$ cat src/rtl/fifo_arbiter_ctrl.sv
// fifo_arbiter_ctrl
//   Shares one FIFO between NREQ producers and a single consumer.
//   Push side: round-robin arbitration with bursts capped at MAXBURST beats.
//   Pop side: valid/ready stream with zero added latency.
//   Also sequences FIFO initialisation and flush, and blocks push-on-full
//   and pop-on-empty, which the FIFO does not guard against.
//
// Ports
//   clk, rst (async, active-low)  clock and reset
//   flush                         synchronous request to empty the FIFO
//   req_valid/req_data/req_ready  producer handshakes (data slice i*WIDTH)
//   fifo_rst/push/data_in/pop     drive the FIFO
//   fifo_full/empty/data_out      FIFO status and read data
//   out_valid/out_data/out_ready  consumer stream
//   grant_id, grant_valid         current arbitration winner
//   level                         tracked occupancy, 0..DEPTH
module fifo_arbiter_ctrl #(
   parameter int WIDTH    = 8,
   parameter int DEPTH    = 8,
   parameter int NREQ     = 4,
   parameter int MAXBURST = 4,
   parameter int IDW      = $clog2(NREQ),
   parameter int LVLW     = $clog2(DEPTH) + 1
) (
   input  logic                  clk,
   input  logic                  rst,
   input  logic                  flush,
   input  logic [NREQ-1:0]       req_valid,
   input  logic [NREQ*WIDTH-1:0] req_data,
   output logic [NREQ-1:0]       req_ready,
   output logic                  fifo_rst,
   output logic                  fifo_push,
   output logic [WIDTH-1:0]      fifo_data_in,
   output logic                  fifo_pop,
   input  logic                  fifo_full,
   input  logic                  fifo_empty,
   input  logic [WIDTH-1:0]      fifo_data_out,
   output logic                  out_valid,
   output logic [WIDTH-1:0]      out_data,
   input  logic                  out_ready,
   output logic [IDW-1:0]        grant_id,
   output logic                  grant_valid,
   output logic [LVLW-1:0]       level
);

   localparam int unsigned       NR   = NREQ;
   localparam int                BCW  = $clog2(MAXBURST + 1);
   localparam logic [BCW-1:0]    MAXB = BCW'(MAXBURST);
   localparam logic [IDW-1:0]    LAST = IDW'(NREQ - 1);

   typedef enum logic {INIT, RUN} state_t;

   state_t         state;
   logic           lock_valid;
   logic [IDW-1:0] lock_id;
   logic [BCW-1:0] burst_cnt;
   logic [IDW-1:0] rr_ptr;

   logic           run;
   logic           lock_req;
   logic           lock_hold;
   logic           lock_drop;
   logic [IDW-1:0] scan_start;
   logic           scan_found;
   logic [IDW-1:0] scan_id;
   logic [IDW-1:0] grant;
   logic           grant_any;
   logic           push_en;
   logic [BCW-1:0] burst_next;

   function automatic logic [IDW-1:0] next_id(input logic [IDW-1:0] id);
      return (id == LAST) ? '0 : id + 1'b1;
   endfunction

   // Arbitration: a live burst keeps its grant; otherwise scan round-robin.
   // When the locked producer drops out, the scan starts just past it in the
   // same cycle, so the move to the next producer costs no idle cycle.
   always_comb begin
      run      = (state == RUN);
      lock_req = 1'b0;
      for (int unsigned i = 0; i < NR; i++) begin
         if (lock_id == IDW'(i)) lock_req = req_valid[i];
      end
      lock_hold  = lock_valid && lock_req && (burst_cnt < MAXB);
      lock_drop  = lock_valid && !lock_req;
      scan_start = lock_drop ? next_id(lock_id) : rr_ptr;

      scan_found = 1'b0;
      scan_id    = '0;
      for (int unsigned k = 0; k < NR; k++) begin
         int unsigned idx;
         idx = (32'(scan_start) + k) % NR;
         if (!scan_found && req_valid[idx]) begin
            scan_found = 1'b1;
            scan_id    = idx[IDW-1:0];
         end
      end

      grant      = lock_hold ? lock_id : scan_id;
      grant_any  = lock_hold || scan_found;
      burst_next = lock_hold ? burst_cnt + 1'b1 : BCW'(1);
   end

   always_comb begin
      push_en      = run && !flush && grant_any && !fifo_full;
      fifo_push    = push_en;
      req_ready    = '0;
      fifo_data_in = '0;
      for (int unsigned i = 0; i < NR; i++) begin
         if (grant == IDW'(i)) begin
            req_ready[i] = push_en;
            fifo_data_in = req_data[i*WIDTH +: WIDTH];
         end
      end

      out_valid   = run && !flush && !fifo_empty;
      out_data    = fifo_data_out;
      fifo_pop    = out_valid && out_ready;
      fifo_rst    = (state == INIT);
      grant_valid = run && grant_any;
      grant_id    = grant_valid ? grant : '0;
   end

   always_ff @(posedge clk or negedge rst) begin
      if (!rst) begin
         state      <= INIT;
         lock_valid <= 1'b0;
         lock_id    <= '0;
         burst_cnt  <= '0;
         rr_ptr     <= '0;
         level      <= '0;
      end else begin
         case (state)
            INIT: begin
               level      <= '0;
               lock_valid <= 1'b0;
               burst_cnt  <= '0;
               rr_ptr     <= '0;
               state      <= RUN;
            end
            RUN: begin
               if (flush) begin
                  state <= INIT;
               end else begin
                  if (lock_drop) begin
                     lock_valid <= 1'b0;
                     rr_ptr     <= next_id(lock_id);
                  end
                  // A beat overrides the drop bookkeeping above; finishing a
                  // full burst releases the lock and moves the pointer on.
                  if (push_en) begin
                     lock_valid <= 1'b1;
                     lock_id    <= grant;
                     burst_cnt  <= burst_next;
                     if (burst_next == MAXB) begin
                        lock_valid <= 1'b0;
                        rr_ptr     <= next_id(grant);
                     end
                  end
                  if (push_en && !fifo_pop)      level <= level + 1'b1;
                  else if (fifo_pop && !push_en) level <= level - 1'b1;
               end
            end
            default: state <= INIT;
         endcase
      end
   end

endmodule

$ cat config.mk
export PLATFORM = sky130hd
export DESIGN_NAME = fifo_arbiter_ctrl
export DESIGN_NICKNAME = d
export VERILOG_FILES = /design/src/rtl/fifo_arbiter_ctrl.sv
export SDC_FILE = /design/constraint.sdc
export NUM_CORES = 1
export LEC_CHECK = 0
export ABC_AREA = 1
export ABC_CLOCK_PERIOD_IN_PS = 6700
export CAP_MARGIN = 15
export CORE_AREA = 2 2 65 67
export CTS_CLUSTER_DIAMETER = 100
export DETAILED_ROUTE_END_ITERATION = 16
export DIE_AREA = 0 0 67 69
export GPL_TIMING_DRIVEN = 0
export PLACE_DENSITY = 0.86
export SYNTH_ARGS = -nofsm -noshare
export SYNTH_HDL_FRONTEND = slang
export SYNTH_SLANG_ARGS = --single-unit
export TNS_END_PERCENT = 1
$ cat constraint.sdc
create_clock -name clk -period 6.7 [get_ports clk]
set_input_delay 1.34 -clock clk [delete_from_list [all_inputs] [get_ports clk]]
set_output_delay 1.34 -clock clk [all_outputs]
set_load 0.02 [all_outputs]
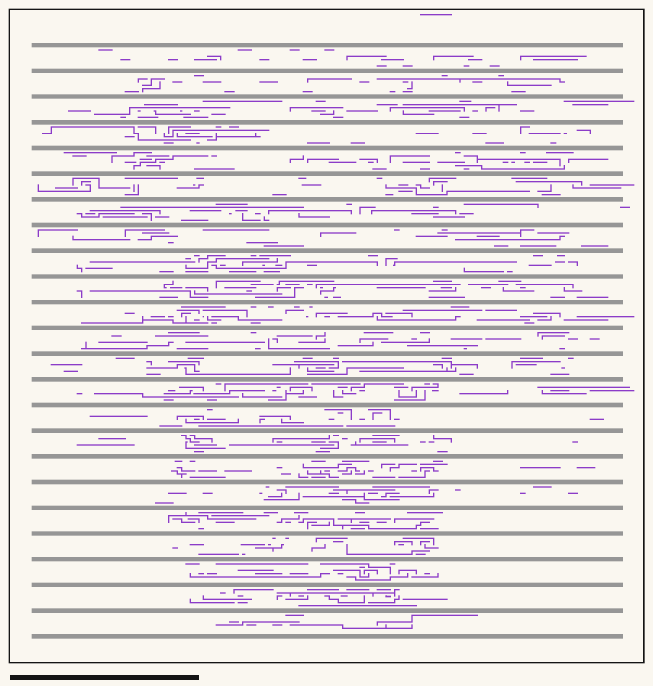
Fig. 1. Metal 1 (run 1).
Bar = 20 microns. Supply wires on this layer in grey.
nets with wire on the layer = 325
longest straight run = 19.3 microns
wire length on this layer = 1,790 microns
main direction = horizontal
share of all routed wire = 39%

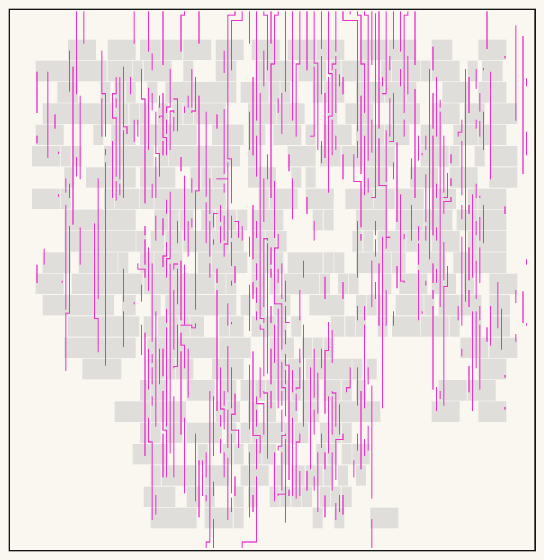
Fig. 2. Metal 2 (run 1).
main direction = vertical
share of all routed wire = 52%
global-route met2 utilization: 37.4%
Final Routed Wirelength: 4570 microns
Via Count: 1,886

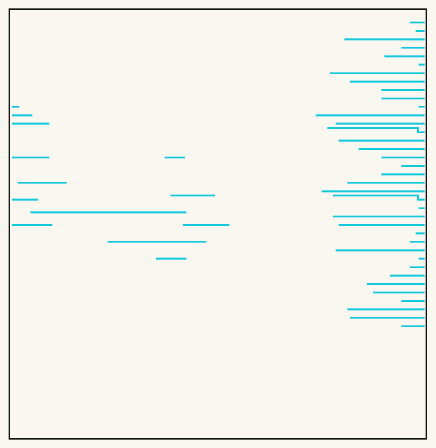
Fig. 3. Metal 3 (run 1).
nets with wire on the layer = 47
wire length on this layer = 396 microns

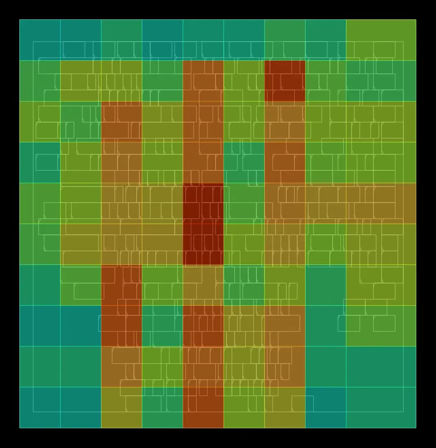
Fig. 4. Routing congestion map (run 1).
met3 track demand over resource in global routing: 3.10%
layer carrying the most global-route usage: met2
global-route total usage across every layer: 20.0%

==> run notes, run 1 <==
Results of the flow run.

Summing the sequential cell areas from Yosys gives 19.8% of the chip area. The critical path depth in cells stands at 23. The fraction of layout cells with a size suffix above 1 stands at a little under an eighth. The number of buffers created by CTS stands at 3. The final-layout fill cell count stands at 363. The power consumed by sequential cells stands at roughly 120 uW. The placement-stage cell area stands at 2420 sq um.

The wire length of the first global-routing pass stands at 7600 microns. The cell area after layout stands at about 2500 sq um. The non-clock buffer share of cell area stands at 32.1%. The register with the most flip-flops in the layout has 4 of them. The critical path contains buffers and inverters numbering 7 combined. Summing the areas of all xor and xnor instances in the mapped netlist gives 1.07% of the synthesized area.

The net total in the final layout stands at around 390. Per the placement report, the placed cell count is 373. The highest layer touched by signal routing is met4. STA classifies the critical path endpoint as an output pin.

The setup slack of the worst register-to-register path stands at roughly 3.5 ns. The synthesized design contains 0 enable-type register cells. For the worst reg-to-reg path, the startpoint reported by OpenROAD is lock_id[0].

The flow ran to the end, and the final reports show no timing, DRC or antenna violations. The minimum hold slack stands at a little over 0.5 ns. For the clock group, total power comes out at 67.6 uW. The number of cells on the worst hold path is listed as 2. Yosys reported a register bit count of 13. Post-CTS repair ended up resizing 0 cells. Entering global routing, the biggest net connects 14 pins. The register share of total power stands at a little over 9%. Looking at the gate-level netlist, the highest instance count belongs to nand2_1. Per the CTS log, the maximum H-tree level is 1.

The main area contributors are dfrtp_1 (20%), nand2_1 (19%), ha_1 (8.4%). The cell leakage power stands at 1.18 nW. The tree is rooted in a clkbuf_8. The worst register-to-register path ends at level[3].

The placement row count stands at 23. The worst ir drop on vdd stands at 0.200 mV. The power per standard cell area stands at between 500 and 600 nW/um^2. The yosys synthesis chip area stands at 1640 sq um. The internal power stands at 620 uW. Hold analysis lists the worst path endpoint as level[3].

The clock tree buffer depth stands at 2. The async set or reset register ratio after synthesis stands at 100%. The final timing summary puts the cycle share of the worst path at 94.4%. For this run, the number of standard cells in the final layout without fillers is roughly 380.
--- run 2 (diff from run 1) ---
Settings changed: CELL_PAD_IN_SITES_DETAIL_PLACEMENT set to 2, CELL_PAD_IN_SITES_GLOBAL_PLACEMENT set to 2, CORE_AREA 2 2 65 67 to 2 2 90 92, CTS_BUF_LIST set to sky130_fd_sc_hd__clkbuf_4 sky130_fd_sc_hd__clkbuf_8, DIE_AREA 0 0 67 69 to 0 0 92 94, PLACE_DENSITY 0.86 to 0.88.
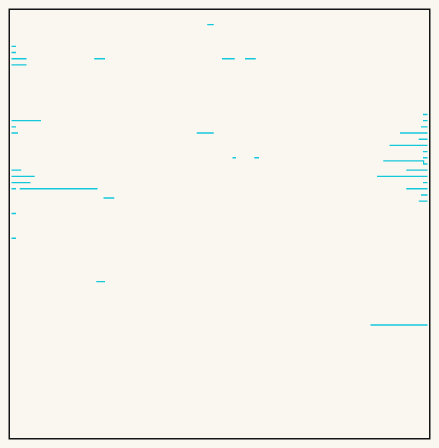
Fig. 5. Metal 3 (run 2).
wire length on this layer = 125 microns
share of all routed wire = 1.9%
longest straight run = 16.8 microns
nets with wire on the layer = 33
Final Routed Wirelength: 6710 microns
Via Count: 2,004
met3 track demand over resource in global routing: 1.28%

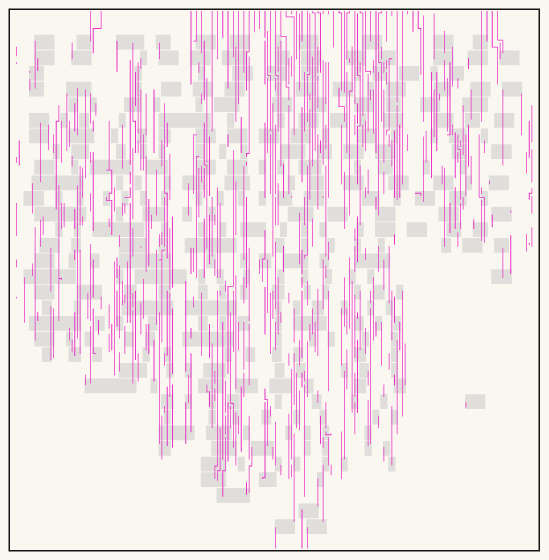
Fig. 6. Metal 2 (run 2).
nets with wire on the layer = 357
longest straight run = 30.4 microns
main direction = vertical

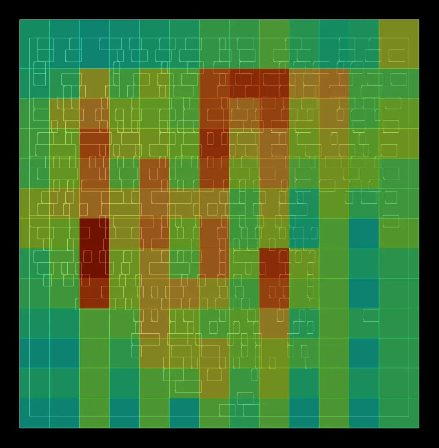
Fig. 7. Routing congestion map (run 2).
final core occ: 33.7%
global-route total usage across every layer: 15.7%
global-route met2 utilization: 30.6%

==> run 2 against run 1 <==
Synthesized area did not move. Via count grew 6.3%. First-iteration DRC count is 53% lower. Worst setup slack worse by 0.080 ns. Wire length up 47%. Sequential share of layout area fell by 0.40 points. Worst hold slack improved by 0.010 ns. Largest power group unchanged. Critical path depth fell by 1. Clock-buffer cell count did not move. Highest routed layer unchanged. Final cell count up 14%. Total power up 7.2%.
==> run notes, run 2 <==
Results of the flow run.

The number of synthesized flops with an enable pin was 0 (unchanged). The non-filler instance count after layout stands at 429 (+14%). The die covers a little under 9000 sq um.

The final design was reported to hold multi-input combinational gates totalling 192. The cell area after layout stands at 2560 sq um (+3.2%). The headroom to the max-slew limit stands at 58.6%. The worst setup path is launched from an input port. The tightest min-delay check is of the reg2reg type. The clock tree buffer depth came to 2 (unchanged).

The final-layout fill cell count stands at 930 (+160%). The arithmetic-cell share of the synthesized area counting full adders, half adders and majority gates stands at 9.60%. The minimum hold slack was 0.518 ns (+0.0101 ns). The critical path depth in cells came to 22 (-4.3%).

dfrtp_1 takes more of the synthesized area than any other cell. The class occupying the most area after layout is reported as multi-input combinational cells. The placement row count stands at 32 (+39%). The number of flip-flops and latches in the synthesized netlist is 13 (unchanged). The detailed router used layers up to and including met4. The quantity of gates resized following cts stands at 1 (+1). The non-clock buffer share of cell area stands at 31.8% (-0.30 points). STA lists the startpoint of the worst register-to-register path as lock_id[0].

The period utilization was 95.6% (+1.2 points). The flip-flop count of the largest register, all copies and words added came to 4 (unchanged). The run finished with clean final reports. The endpoint of the worst hold path is reported as level[3]. In this run the clock root is driven by a clkbuf_8.

For the worst reg-to-reg path, the endpoint reported by OpenROAD is level[3]. The placement-stage cell area is 2490 sq um (+2.7%). The yosys synthesis chip area stands at 1640 sq um (unchanged). The setup slack of the worst register-to-register path stands at 3.52 ns (+0.06 ns).

The count of cells along the worst hold path is 2 (unchanged). The maximum number of pins on one net before global-route repair is 14 (unchanged). The worst ir drop on vdd is 0.154 mV (-23%).

The area overhead of the layout relative to synthesis stands at 56.1%. level holds more flip-flops than any other register. STA classifies the critical path endpoint as an output pin. The power drawn by the clock network stands at 76.2 uW (+13%).

The post-placement cell count came to 425 (+14%). The antenna diode instance count stands at 0. The area fraction in xor and xnor cells stands at 1.07% (unchanged). The fraction of layout cells with a size suffix above 1 is 12.2% (+0.61 points). The tally of nets with antenna violations remaining after routing stands at 0. Looking at the cell usage after synthesis, the top flip-flop cell is dfrtp_1. The wire length of the first global-routing pass stands at 11,000 microns (+45%). The share of synthesized area occupied by flip-flops and latches came to 19.8% (unchanged). The worst path buffer plus inverter count stands at 6 (-1). The port buffer count stands at 72. Per the synthesis report, the simple-gate share of the synthesized area is 43.0%. Global route summary, busiest routing layer listed as met2.

The cell leakage power stands at 1.23 nW (+4.7%). The power per standard cell area came to 562 nW/um^2 (+3.9%). Buffers inserted to repair hold after CTS numbered 0. The internal power came to 643 uW (+3.7%). After clock tree synthesis, the setup repair step added 0 buffers. The most frequently used library cell after synthesis is nand2_1. The async set or reset register ratio after synthesis came to 100% (unchanged).

Counting cells, the worst reg-to-reg path comes to 22. The synthesis report lists the most area-consuming cells as dfrtp_1 (20%), nand2_1 (19%), ha_1 (8.4%). After synthesis, the netlist uses 29 different library cells.

The net total in the final layout stands at 390 (unchanged). The power consumed by sequential cells came to 123 uW (about the same). The register clock-pin slew on the reported worst setup and hold paths stands at ~0.060 ns. In this run, power in combinational logic comes to approximately 1.2 mW. The register share of total power stands at 8.5% (-0.6 points). The launch point of the critical path was reported as req_valid[2]. The flow reports that the clock network draws ~5.3% of the design power. The number of buffers created by CTS stands at 3 (unchanged).

Leaving out fill and tap cells, the most frequent cells in the layout are nand2_1 (81), clkdlybuf4s50_1 (68), inv_1 (31). The maximum level of the CTS H-tree stands at 1 (unchanged).
--- run 3 (diff from run 2) ---
Settings changed: CTS_CLUSTER_SIZE set to 20.
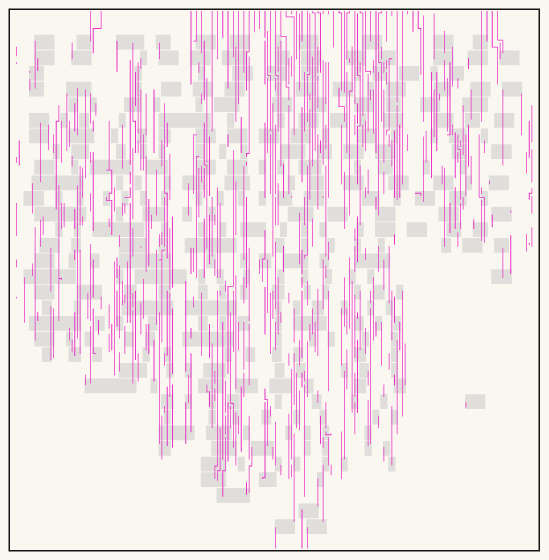
Fig. 8. Metal 2 (run 3).
longest straight run = 30.4 microns
share of all routed wire = 56%
main direction = vertical

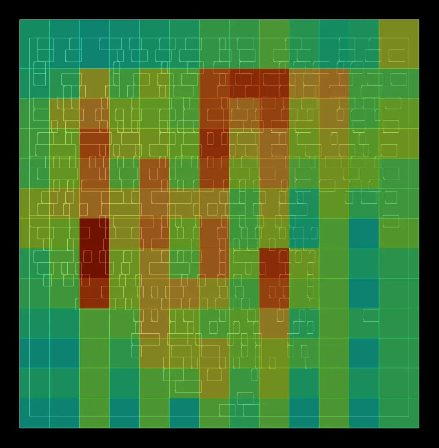
Fig. 9. Routing congestion map (run 3).
GRT met1 Usage: 18.1%
wire length per cell: 15.7 microns

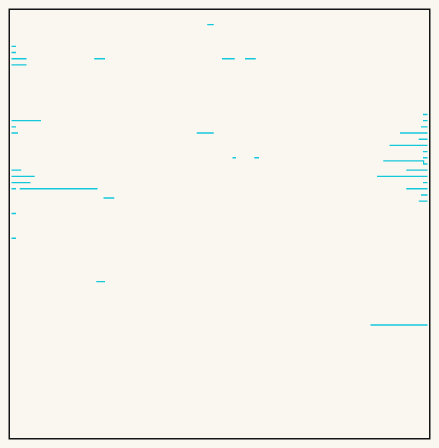
Fig. 10. Metal 3 (run 3).
nets with wire on the layer = 33
main direction = horizontal
longest straight run = 16.8 microns
share of all routed wire = 1.9%

==> run 3 against run 2 <==
Register-to-register slack barely moved. Clock power barely moved. Critical path depth did not move. Via count did not move. Final cell count did not move. Sequential cell count did not move. Combinational power barely moved. Die area did not move. Clock skew did not move. Largest power group unchanged. Non-clock buffer count did not move.
==> run notes, run 3 <==
Results of the flow run.

The number of synthesized flops with an enable pin came to 0 (unchanged). The post-CTS setup buffer count stands at 0 (unchanged). The biggest slice of the area belongs to multi-input combinational cells. After global routing, the most crowded layer is met2.

The non-filler instance count after layout is 429 (unchanged). Note that the worst hold path type here is reg2reg. Per the cell usage report, the commonest logic cell in the layout is nand2_1. The yosys synthesis chip area was 1640 sq um (unchanged). The register share of total power is 8.5% (about the same). The count of cells along the worst hold path stands at 2 (unchanged). The area fraction in xor and xnor cells stands at 1.07% (unchanged). The maximum level of the CTS H-tree stands at 1 (unchanged). The final standard cell utilization of the core stands at 33.7% (unchanged). The register clock-pin slew on the reported worst setup and hold paths stands at 0.06 ns (about the same).

The power drawn by the clock network came to 76.2 uW (about the same). Per the timing report, the most critical flop-to-flop path finishes at level[3]. The global routing usage on met2 is 30.6% (unchanged).

In this run the critical register-to-register path is launched from lock_id[0]. The critical path starts at req_valid[2]. The quantity of gates resized following cts stands at 1 (unchanged). The count of different cell masters after synthesis stands at 29 (unchanged). The met3 capacity usage during global routing stands at 1.28% (unchanged).

The headroom to the max-slew limit is 58.6% (unchanged). The fraction of layout cells with a size suffix above 1 stands at 12.2% (unchanged). The power consumed by sequential cells was 123 uW (about the same).

The arithmetic-cell share of the synthesized area counting full adders, half adders and majority gates stands at 9.60% (unchanged). The largest register by flop count is level. The wire length after detailed routing was 6710 microns (unchanged).

The highest metal layer carrying signal wires in the routed design is met4. The antenna diode instance count stands at 0 (unchanged). The hold-fix buffer count after cts is 0 (unchanged). STA classifies the critical path endpoint as an output pin. The area fraction in and, or, nand and nor cells stands at 43.0% (unchanged). The count of cells along the worst register-to-register path stands at 22 (unchanged). The post-placement cell count stands at 425 (unchanged). The script extracted a net switching power of 797 uW.

The final setup skew stands at roughly 0.0023 ns. The cell area after layout stands at 2560 sq um (unchanged). The minimum hold slack is 0.518 ns (unchanged). The placement-stage cell area is 2490 sq um (unchanged).

The number of buffers created by CTS stands at 3 (unchanged). Summing internal, switching and leakage power gives 1.44 mW. The worst path buffer plus inverter count stands at 6 (unchanged).

The share of synthesized area occupied by flip-flops and latches stands at 19.8% (unchanged). The placement row count was 32 (unchanged). Per the synthesis report, the dominant area consumer among library cells is dfrtp_1. The net total in the final layout stands at 390 (unchanged). The most common logic cells in the final layout are nand2_1 (81), clkdlybuf4s50_1 (68), inv_1 (31).

Post-synth the commonest register cell is dfrtp_1. The critical path depth in cells stands at 22 (unchanged). The overall global routing resource usage stands at 15.7% (unchanged). The number of flip-flops and latches in the synthesized netlist was 13 (unchanged). CTS placed an instance of clkbuf_8 at the clock tree root. The multi-input gate count stands at 192 (unchanged). After the first detailed-routing iteration, the DRC count stood at 31.

STA classifies the critical path startpoint as an input port. The area overhead of the layout relative to synthesis is 56.1% (unchanged). The maximum number of pins on one net before global-route repair stands at 14 (unchanged). The setup slack of the worst register-to-register path stands at 3.52 ns (about the same). The final-layout fill cell count was 930 (unchanged). The worst hold path terminates at level[3]. The run finished with clean final reports. The synthesis report lists the most area-consuming cells as dfrtp_1 (20%), nand2_1 (19%), ha_1 (8.4%).

The cell leakage power stands at 1.23 nW (unchanged). Counting endpoints that fail hold in the final report gives 0. The power per standard cell area stands at 562 nW/um^2 (unchanged). The number of vias in the routed layout stands at 2,004 (unchanged). The period utilization is 95.6% (unchanged).

The power in combinational cells stands at 1.24 mW (about the same). The clock tree buffer depth is 2 (unchanged). The tally of nets with antenna violations remaining after routing was 0 (unchanged). The async set or reset register ratio after synthesis is 100% (unchanged). The worst ir drop on vdd stands at 0.154 mV (unchanged).

==> layout pictures side by side <==
Placement by cell class.
shot_01.png
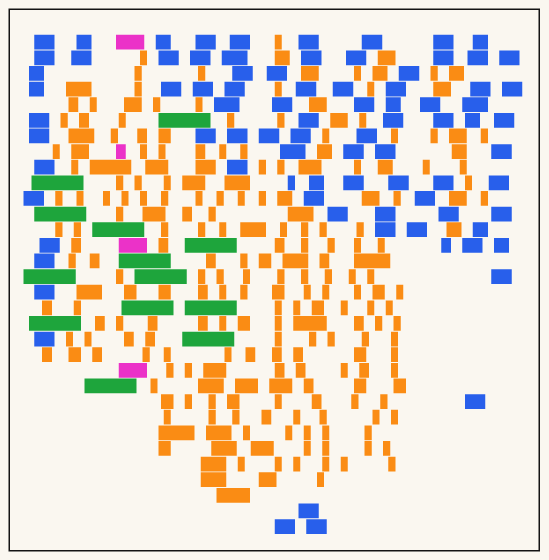
shot_02.png
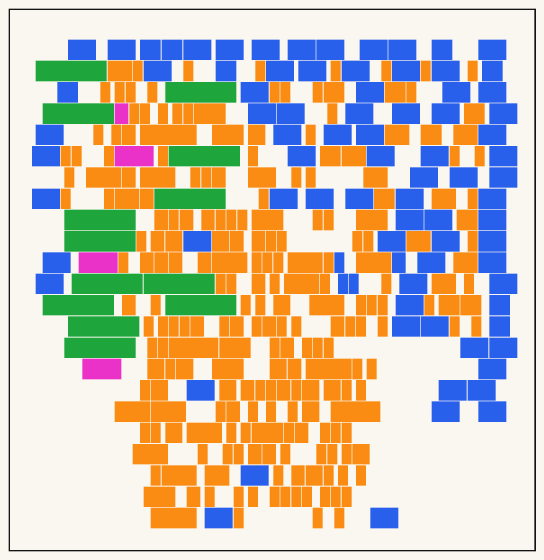
| picture | from |
|---|---|
| shot_02.png | run 1 |
| shot_01.png | run 3 |
The one with the highest utilization is shot_02.png.

Power figures rest on the tool's default switching activity, not on a simulated workload.
